## src/rtl/song_timing_pkg.sv

```systemverilog
// Shared timing helpers for the song timebase: phase-increment derivation
// and the start-sequencing state type.
package song_timing_pkg;

    typedef enum logic {
        SEQ_PENDING = 1'b0,
        SEQ_ACTIVE  = 1'b1
    } seq_state_e;

    function automatic longint unsigned round_div(input longint unsigned num,
                                                  input longint unsigned den);
        return (num + den / 2) / den;
    endfunction

    // Per-cycle increment so that carries out of an acc_bits-wide accumulator
    // occur at rate_hz on average.
    function automatic longint unsigned calc_sample_inc(input int clk_hz,
                                                        input int rate_hz,
                                                        input int acc_bits);
        return round_div(64'(rate_hz) << acc_bits, 64'(clk_hz));
    endfunction

    // Increment per BPM unit: sub-ticks per minute per BPM, scaled to the
    // accumulator range and divided by clocks per minute.
    function automatic longint unsigned calc_tick_k(input int clk_hz,
                                                    input int rows_per_beat,
                                                    input int subticks,
                                                    input int acc_bits);
        return round_div(64'(rows_per_beat * subticks) << acc_bits,
                         64'(clk_hz) * 64'd60);
    endfunction

endpackage

```

## src/rtl/phase_acc_strobe.sv

```systemverilog
// Phase accumulator with a registered one-cycle strobe on each carry-out.
module phase_acc_strobe #(
    parameter int WIDTH = 24
) (
    input  logic             clk,
    input  logic             rst,
    input  logic             en,
    input  logic             clear,
    input  logic [WIDTH-1:0] inc,
    output logic             strobe
);

    logic [WIDTH-1:0] acc;
    logic [WIDTH:0]   sum;

    assign sum = {1'b0, acc} + {1'b0, inc};

    // Accumulate while enabled; the carry bit becomes next cycle's strobe.
    always_ff @(posedge clk or posedge rst) begin
        if (rst) begin
            acc    <= '0;
            strobe <= 1'b0;
        end else if (clear) begin
            acc    <= '0;
            strobe <= 1'b0;
        end else if (en) begin
            acc    <= sum[WIDTH-1:0];
            strobe <= sum[WIDTH];
        end else begin
            strobe <= 1'b0;
        end
    end

endmodule

```

## src/rtl/song_timebase.sv

```systemverilog
// Song timebase: fractional-N sample strobe plus tempo-driven
// sub-tick / row / bar position with an envelope gate window.
//
// state        | meaning
// SEQ_PENDING  | after reset/restart: position 0, bpm tracks input, next run cycle emits row 0
// SEQ_ACTIVE   | row 0 emitted; position advances on each tick carry while run
module song_timebase
    import song_timing_pkg::*;
#(
    parameter int MAIN_CLK_FREQ   = 16000000,
    parameter int SAMPLE_RATE     = 44100,
    parameter int SAMPLE_ACC_BITS = 24,
    parameter int TICK_ACC_BITS   = 32,
    parameter int BPM_BITS        = 8,
    parameter int ROWS_PER_BEAT   = 4,
    parameter int SUBTICKS        = 8,
    parameter int ROWS_PER_BAR    = 16,
    parameter int BAR_BITS        = 8,
    parameter int GATE_SUBTICKS   = 6
) (
    input  logic                            clk,
    input  logic                            rst,
    input  logic                            run,
    input  logic                            restart,
    input  logic [BPM_BITS-1:0]             bpm,
    output logic                            sample_strobe,
    output logic                            tick_strobe,
    output logic                            row_strobe,
    output logic [$clog2(SUBTICKS)-1:0]     subtick,
    output logic [$clog2(ROWS_PER_BAR)-1:0] row,
    output logic [BAR_BITS-1:0]             bar,
    output logic                            gate
);

    localparam int SUB_W = $clog2(SUBTICKS);
    localparam int ROW_W = $clog2(ROWS_PER_BAR);

    localparam longint unsigned SAMPLE_INC_L =
        calc_sample_inc(MAIN_CLK_FREQ, SAMPLE_RATE, SAMPLE_ACC_BITS);
    localparam longint unsigned TICK_K_L =
        calc_tick_k(MAIN_CLK_FREQ, ROWS_PER_BEAT, SUBTICKS, TICK_ACC_BITS);

    localparam logic [SAMPLE_ACC_BITS-1:0] SAMPLE_INC = SAMPLE_ACC_BITS'(SAMPLE_INC_L);
    localparam logic [TICK_ACC_BITS-1:0]   TICK_K     = TICK_ACC_BITS'(TICK_K_L);
    localparam logic [SUB_W-1:0]           SUB_LAST   = SUB_W'(SUBTICKS - 1);
    localparam logic [ROW_W-1:0]           ROW_LAST   = ROW_W'(ROWS_PER_BAR - 1);

    // An increment of half the range or more could carry on back-to-back cycles.
    if (SAMPLE_INC_L >= (64'd1 << (SAMPLE_ACC_BITS - 1))) begin : g_sample_inc_check
        $error("song_timebase: sample increment too large for accumulator width");
    end

    typedef struct packed {
        logic [BAR_BITS-1:0] bar;
        logic [ROW_W-1:0]    row;
        logic [SUB_W-1:0]    subtick;
    } pos_t;

    seq_state_e                seq_state;
    pos_t                      pos_q;
    logic [BPM_BITS-1:0]       bpm_q;
    logic [TICK_ACC_BITS-1:0]  tick_inc;
    logic                      run_q;
    logic                      adv;
    logic                      tick_clear;

    phase_acc_strobe #(
        .WIDTH (SAMPLE_ACC_BITS)
    ) u_sample_acc (
        .clk    (clk),
        .rst    (rst),
        .en     (1'b1),
        .clear  (1'b0),
        .inc    (SAMPLE_INC),
        .strobe (sample_strobe)
    );

    // Tick phase restarts from zero whenever the song stops or restarts, so
    // a resume always waits a full sub-tick before the next advance.
    assign tick_clear = restart | ~run;

    phase_acc_strobe #(
        .WIDTH (TICK_ACC_BITS)
    ) u_tick_acc (
        .clk    (clk),
        .rst    (rst),
        .en     (run),
        .clear  (tick_clear),
        .inc    (tick_inc),
        .strobe (adv)
    );

    // Tempo increment follows the latched bpm one cycle later.
    always_ff @(posedge clk or posedge rst) begin
        if (rst) begin
            tick_inc <= '0;
        end else begin
            tick_inc <= TICK_ACC_BITS'(bpm_q) * TICK_K;
        end
    end

    // Start sequencing, position counters and tick/row strobes.
    always_ff @(posedge clk or posedge rst) begin
        if (rst) begin
            seq_state   <= SEQ_PENDING;
            pos_q       <= '0;
            bpm_q       <= '0;
            run_q       <= 1'b0;
            tick_strobe <= 1'b0;
            row_strobe  <= 1'b0;
        end else begin
            run_q       <= run;
            tick_strobe <= 1'b0;
            row_strobe  <= 1'b0;
            if (restart) begin
                seq_state <= SEQ_PENDING;
                pos_q     <= '0;
                bpm_q     <= bpm;
            end else if (seq_state == SEQ_PENDING) begin
                // Sitting on a row boundary: keep tempo current until row 0 plays.
                bpm_q <= bpm;
                if (run) begin
                    seq_state   <= SEQ_ACTIVE;
                    pos_q       <= '0;
                    tick_strobe <= 1'b1;
                    row_strobe  <= 1'b1;
                end
            end else if (run && adv) begin
                tick_strobe <= 1'b1;
                if (pos_q.subtick == SUB_LAST) begin
                    pos_q.subtick <= '0;
                    row_strobe    <= 1'b1;
                    bpm_q         <= bpm;
                    if (pos_q.row == ROW_LAST) begin
                        pos_q.row <= '0;
                        pos_q.bar <= pos_q.bar + BAR_BITS'(1);
                    end else begin
                        pos_q.row <= pos_q.row + ROW_W'(1);
                    end
                end else begin
                    pos_q.subtick <= pos_q.subtick + SUB_W'(1);
                end
            end
        end
    end

    assign subtick = pos_q.subtick;
    assign row     = pos_q.row;
    assign bar     = pos_q.bar;
    assign gate    = run_q && (32'(pos_q.subtick) < 32'(GATE_SUBTICKS));

endmodule

```

## config.mk

```make
export PLATFORM = sky130hd
export DESIGN_NAME = song_timebase
export DESIGN_NICKNAME = d
export VERILOG_FILES = /design/src/rtl/song_timing_pkg.sv /design/src/rtl/phase_acc_strobe.sv /design/src/rtl/song_timebase.sv
export SDC_FILE = /design/constraint.sdc
export NUM_CORES = 1
export LEC_CHECK = 0
export ABC_AREA = 1
export CAP_MARGIN = 20
export CORE_UTILIZATION = 60
export DETAILED_ROUTE_END_ITERATION = 8
export PLACE_DENSITY_LB_ADDON = 0.25
export SYNTH_ARGS = -nofsm -noshare
export SYNTH_HDL_FRONTEND = slang
export SYNTH_SLANG_ARGS = --single-unit
```

## constraint.sdc

```tcl
create_clock -name clk -period 4.3 [get_ports clk]
set_input_delay 1.29 -clock clk [delete_from_list [all_inputs] [get_ports clk]]
set_output_delay 1.29 -clock clk [all_outputs]
set_load 0.03 [all_outputs]
```

Fig. 1: run 1, placement view
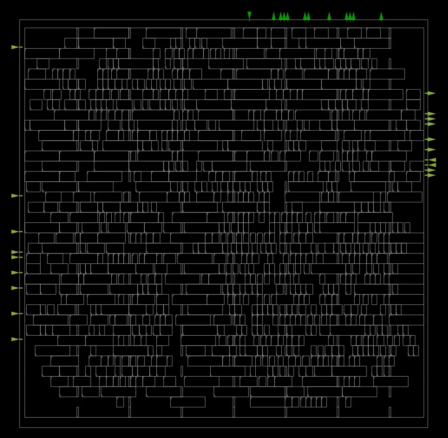
flop share of the area: 33.1%
flop count: 100

Fig. 2: run 1, sequential cells coloured by instance or generate block
The bar under the picture is 20 microns long. Other sequential cells in the stronger grey, the rest of the logic in the fainter grey.
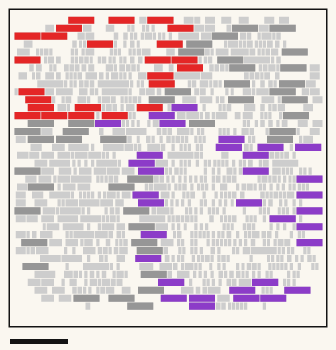
Key: u_tick_acc = purple [sequential cells 33]; u_sample_acc = red [sequential cells 24]
Another 43 sequential cells are not coloured.
Finished Layout Cells: 1064
post-layout util: 69.1%
chip area: 0.0117 sq mm

==> flow_metrics.py, run 1 <==
# Generated from Yosys and OpenROAD reports
metrics = {
    "outcome": {
        "status": "finished, final reports clean",
    },
    "grt": {
        "grt_usage_pct": 25.7,
        "grt_antenna_before_repair": 0,
    },
    "detailed_routing": {
        "route.vias.total": 5508,
        "drtIter0Drc": 329,
        "drt-total-wl_microns": 13400,
        "wl_per_cell_microns": 12.6,
    },
    "setup_path": {
        "cp-start-kind": "flop",
        "regToRegSetupSlack_ns": 0.88,
        "cp_slowest_cell": "fa_1",
        "worstPathCellList": "ha_1 > inv_1 > fa_1 > inv_1 > ha_1 > inv_1 > fa_1 > inv_1 > ha_1 > a21oi_1 > o21ai_0 > a21oi_1 > o21ai_1 > xor2_1",
        "path_common_cell": "inv_1",
    },
    "min_path": {
        "hp-class": "flop to flop",
    },
    "logic_synthesis": {
        "area_leaders": "dfrtp_1 37%, nand2_1 12%, ha_1 10%",
        "yosysChipArea_sq_mm": 0.00677,
        "synthesis.nets": 965,
        "ys_seq_share_pct": 36.9,
        "async_flop_share_pct": 100,
    },
    "sta": {
        "rsz0062_at_grt": "no",
        "min_period_ns": 3.42,
        "worst_pin_slew_ns": 0.641,
        "final.setup.tns_ns": 0,
        "max_freq_mhz": 292,
        "slew_viol_final": 0,
        "hold_violations": 0,
        "fin_crit_sh_pct": 79.5,
        "timing.hold.ws_ns": 0.474,
    },
    "final_layout": {
        "antenna_cells": 0,
        "drive_gt1_share_pct": 4.22,
        "final_area_sq_mm": 0.00756,
        "fin_nets": 1002,
    },
    "clock_network": {
        "cts_tree": "yes",
        "clk_latency_ns": 0.36,
        "cts.sinks": 100,
        "clk_pin_slew_worst_paths_ns": 0.07,
    },
    "floorplan": {
        "coreArea_sq_mm": 0.0109,
        "fp_util_pct": 61.9,
    },
    "pwr": {
        "power.density_mw_per_mm2": 464,
        "p_leak_uw": 0.00401,
    },
    "place": {
        "dp_hpwl_microns": 10300,
    },
    "flow_run": {
        "cap_violations": 0,
    },
}
Fig. 3: run 1, zoomed window
The bar under the picture is 10 microns long. Window x 42 to 67, y 20 to 45 microns. Cells in grey, sequential cells in the stronger grey; small squares are vias.
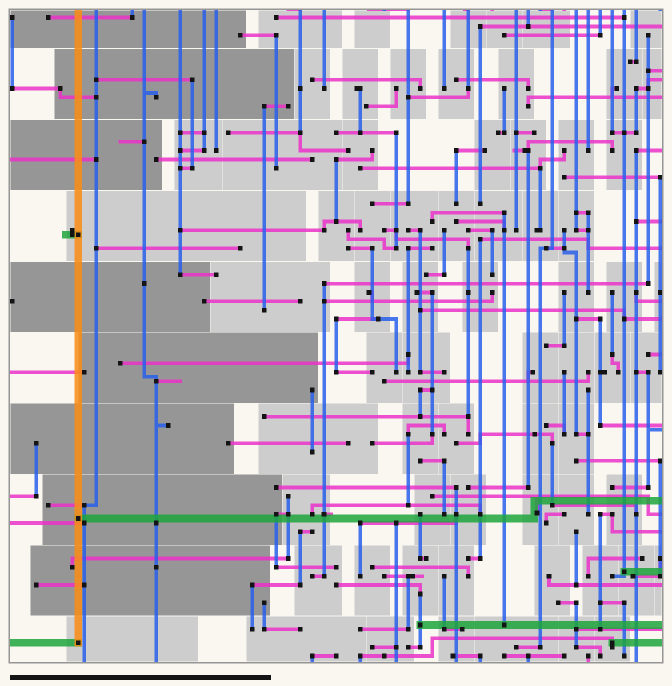
Key: metal 3 = green; metal 1 = magenta; metal 2 = blue; metal 4 = orange
Most frequent: nand2_1 (29), inv_1 (17), dfrtp_1 (8). Netlist names of flops here include tick_inc (4), u_tick_acc.acc (4). 73 logic cells have their middle in the window. Sequential cells in the window: 8.

-- run 1: power breakdown --
| group | internal [uW] | total, uW | switching, uW |
|---|---|---|---|
| combinational | 575 | 1530 | 959 |
| clock | 484 | 843 | 359 |
| sequential | 1070 | 1130 | 60.4 |
| total | 2130 | 3510 | 1380 |
-- run 1: cell families after synthesis --
kind of cell               count (synthesis)  share of synthesized area [%]
xor gates and xnor gates                  34                           4.40
buffers and inverters                    167                           9.40
adders and majority gates                 71                           14.9
and+or+nand+nor                          406                           25.3
AOI/OAI and AO/OA                         98                           8.05
muxes                                      6                          0.998
DFF                                      100                           36.9
-- run 1: placed cells by master (no fill, tap or decap), types with 3 or more instances in the layout --
cell             netlist  final
o21ai_1                5      5
mux2_2                 6      6
inv_1                159    158
clkbuf_16              0      9
dfrtp_1              100    100
nor2_1                96     96
fa_1                  16     16
ha_1                  55     55
nand2_1              216    216
a21oi_1               43     43
nor3_1                 8      8
clkdlybuf4s50_1        0     30
nand3_1               56     56
nor2_2                 3      3
xnor2_1                8      8
nand3b_1               4      4
o21ai_0               32     32
xor2_1                26     26
nand4_1               11     11
o21bai_1               4      4
-- run 1: worst register-to-register path, cell delays in order (launching register included) --
cell     delay (ns)
dfrtp_1        0.49
ha_1           0.20
inv_1          0.05
fa_1           0.48
inv_1          0.05
ha_1           0.28
inv_1          0.05
fa_1           0.52
inv_1          0.04
ha_1           0.35
a21oi_1        0.20
o21ai_0        0.13
a21oi_1        0.22
o21ai_1        0.10
xor2_1         0.14
-- run 1: registers in the layout, indices dropped and copies added (netlist names) --
name and count:
bar 8, bpm_q 8, row 4, row_strobe 1, run_q 1, seq_state 1, subtick 3, tick_inc 16
tick_strobe 1, u_sample_acc.acc 23, u_sample_acc.strobe 1, u_tick_acc.acc 32, u_tick_acc.strobe 1
-- run 1: cells in the mapped netlist (5+ instances only) --
cell type and n:
inv_1 159, a21oi_1 43, o21ai_1 5, dfrtp_1 100, xor2_1 26, nand4_1 11, xnor2_1 8, o21ai_0 32
nand3_1 56, nand2_1 216, ha_1 55, nor3_1 8, mux2_2 6, fa_1 16, nor2_1 96
-- run 1: worst paths after layout --
path                                 startpoint                              to  cells after the start
max                        bpm_q[4]$_DFFE_PP0P_          tick_inc[12]$_DFF_PP0_                     14
min                        bpm_q[0]$_DFFE_PP0P_           tick_inc[0]$_DFF_PP0_                      0
max reg2reg                bpm_q[4]$_DFFE_PP0P_          tick_inc[12]$_DFF_PP0_                     14
min reg2reg                bpm_q[0]$_DFFE_PP0P_           tick_inc[0]$_DFF_PP0_                      0
max in group asynchronous                   rst  u_tick_acc.acc[12]$_DFFE_PP0P_                      3
min in group asynchronous                   rst  u_sample_acc.acc[21]$_DFF_PP0_                      2
-- run 1: area by class of cell --
type / count / area [sq um]
multi-input combinational: 615 / 3630
inverter: 161 / 607
fill: 929 / 3380
sequential: 100 / 2500
timing repair buffer: 32 / 328
clock buffer: 11 / 253
clock inverter: 5 / 60.1
tap: 140 / 175
-- run 1: routing by layer --
| metal | GRT usage [%] | wire [microns] |
|---|---|---|
| met1 | 33.3 | 6230 |
| met2 | 42.8 | 6380 |
| met3 | 6.21 | 577 |
| met4 | 7.14 | 208 |
| met5 | 0 | 0 |
Fig. 4: run 1, logic cells by family
The bar under the picture is 20 microns long.
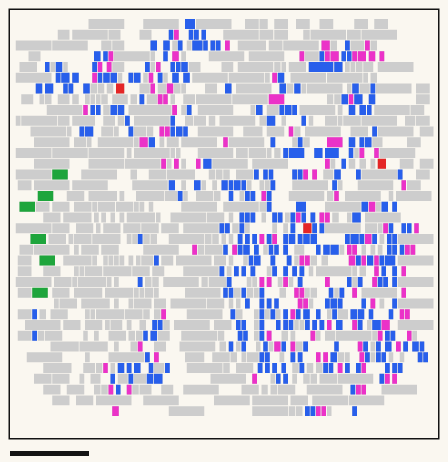

==> run 2, diff against run 1 <==
==> constraint.sdc (replaced) <==
create_clock -name clk -period 3.2 [get_ports clk]
set_input_delay 0.96 -clock clk [delete_from_list [all_inputs] [get_ports clk]]
set_output_delay 0.96 -clock clk [all_outputs]
set_load 0.03 [all_outputs]
Fig. 5: run 2, logic cells by family
The bar under the picture is 20 microns long.
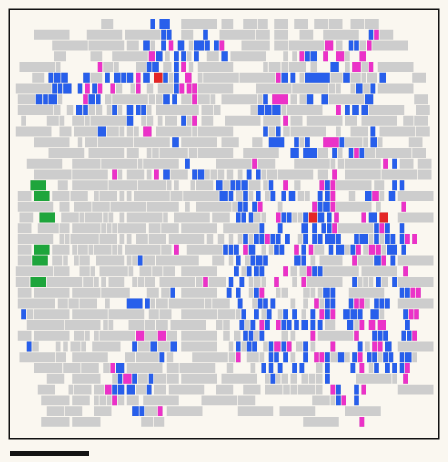
Key: AND and OR gates = red [cells 3]; multiplexers = green [cells 6, where left middle]; NOR gates = magenta [cells 111]; NAND gates = blue [cells 292]
most frequent logic cell in the layout: nand2_1
Finished Layout Cells: 1093
multi-input logic portion of the cell area: 47.8%

==> run 2 against run 1 <==
Core utilization increased by 4.6 points. Register-to-register slack got worse by 0.85 ns. Synthesized cell count did not move. First-iteration DRC count shrank 7.0%. Clock power rose by 46%. Critical path type unchanged. Largest power group unchanged.
==> flow_metrics.py, run 2 <==
# Generated from Yosys and OpenROAD reports
metrics = {
    "place": {
        "dp_hpwl_microns": 10700,
    },
    "pwr": {
        "p_sw_share_pct": 39.7,
        "comb_power_share_pct": 50.5,
        "intPower_uw": 3350,
        "p_switching_uw": 2210,
    },
    "logic_synthesis": {
        "synthesis.nets": 965,
        "area_leaders": "dfrtp_1 37%, nand2_1 12%, ha_1 10%",
    },
    "floorplan": {
        "fp_util_pct": 61.9,
    },
    "clock_network": {
        "clk_latency_ns": 0.35,
        "cts.sinks": 100,
    },
    "final_layout": {
        "filler_cell_count": 824,
        "antenna_cells": 0,
        "lay_top_cells": "214 x nand2_1, 152 x inv_1, 96 x dfrtp_1",
        "drive_gt1_share_pct": 11.2,
    },
    "grt": {
        "grt_usage_pct": 26.2,
        "use_met1_pct": 32.6,
    },
    "sta": {
        "worst_pin_slew_ns": 0.526,
    },
    "detailed_routing": {
        "route.vias.total": 5727,
        "drt-total-wl_microns": 14900,
        "wl_per_cell_microns": 13.6,
    },
    "outcome": {
        "status": "finished, final reports clean",
    },
    "min_path": {
        "hp-class": "flop to flop",
    },
}
[run 2: cell count changes in the layout (fill, tap and decap cells not counted), moves of 4 or more]
| cell | change |
|---|---|
| a21oi_1 | -7 |
| ha_1 | -13 |
| dfrtp_2 | +4 |
| dfrtp_1 | -4 |
| a21oi_2 | +7 |
| ha_4 | +12 |
| inv_1 | -6 |
| buf_4 | +25 |
| inv_2 | +6 |
[run 2: metal layers]
| layer | vias to the layer above | wire (microns) | share of wire [%] |
|---|---|---|---|
| met3 | 34 | 516 | 3.5 |
| met5 | - | 0 | 0 |
| li1 | 2907 | - | - |
| met4 | 0 | 393 | 2.6 |
| met1 | 2654 | 6590 | 44 |
| met2 | 132 | 7350 | 49 |
[run 2: per-stage QoR]
step           TNS (ns)  instances
3_5_place_dp     -0.587       1071
3_3_place_gp    -0.0227       1071
5_1_grt          -0.244       1093
4_1_cts        -0.00169       1089
6_report              0       1093
2_1_floorplan         0        882
[run 2: worst paths after layout]
path | startpoint | to | cells after the start
worst max-delay path | bpm_q[6]$_DFFE_PP0P_ | tick_inc[13]$_DFF_PP0_ | 13
worst min-delay path | u_sample_acc.acc[22]$_DFF_PP0_ | u_sample_acc.acc[22]$_DFF_PP0_ | 1
worst max register to register | bpm_q[6]$_DFFE_PP0P_ | tick_inc[13]$_DFF_PP0_ | 13
worst min register to register | u_sample_acc.acc[22]$_DFF_PP0_ | u_sample_acc.acc[22]$_DFF_PP0_ | 1
max in group asynchronous | rst | u_tick_acc.acc[17]$_DFFE_PP0P_ | 3
min in group asynchronous | rst | u_sample_acc.acc[17]$_DFF_PP0_ | 2
[run 2: cell families after synthesis]
group | count (synthesis) | share of synthesized area, %
AND-OR/OR-AND | 98 | 8.05
XOR/XNOR | 34 | 4.40
adder cells (fa/ha/maj) | 71 | 14.9
buffers and inverters | 167 | 9.40
flip-flops | 100 | 36.9
multiplexers | 6 | 0.998
AND/OR/NAND/NOR | 406 | 25.3
[run 2: what timing repair did]
item,CTS,global route
buffers inserted,2,4
endpoints found under the setup margin,7,8
pin swaps,5,21
gates resized,10,34
[run 2: power by group through the flow]
| stage | logic (uW) | registers [uW] | clock network [uW] |
|---|---|---|---|
| 2_1_floorplan | 1670 | 1540 | 0 |
| 3_3_place_gp | 2260 | 1540 | 0 |
| 3_5_place_dp | 2310 | 1550 | 0 |
| 4_1_cts | 2410 | 1520 | 1250 |
| 5_1_grt | 3130 | 1540 | 1300 |
| 6_report | 2810 | 1530 | 1230 |
[run 2: worst register-to-register path, delay by kind of cell, from the launching register on]
kind            cells  cell delay, ns
fa+ha+maj           5            1.79
xor+xnor            1            0.16
simple gates        2            0.13
compound gates      2            0.28
buf+inv             3            0.21
flops               1            0.48
[run 2: cell type report]
type	count	share of cell area [%]
flip-flops and latches	100	31.1
repair buffers	61	7.17
multi-input cells	615	47.8
clock inverters	7	1.44
well taps	140	2.17
clock buffers	9	2.79
inverters	161	7.54
Power is estimated from default activity; no workload was simulated.
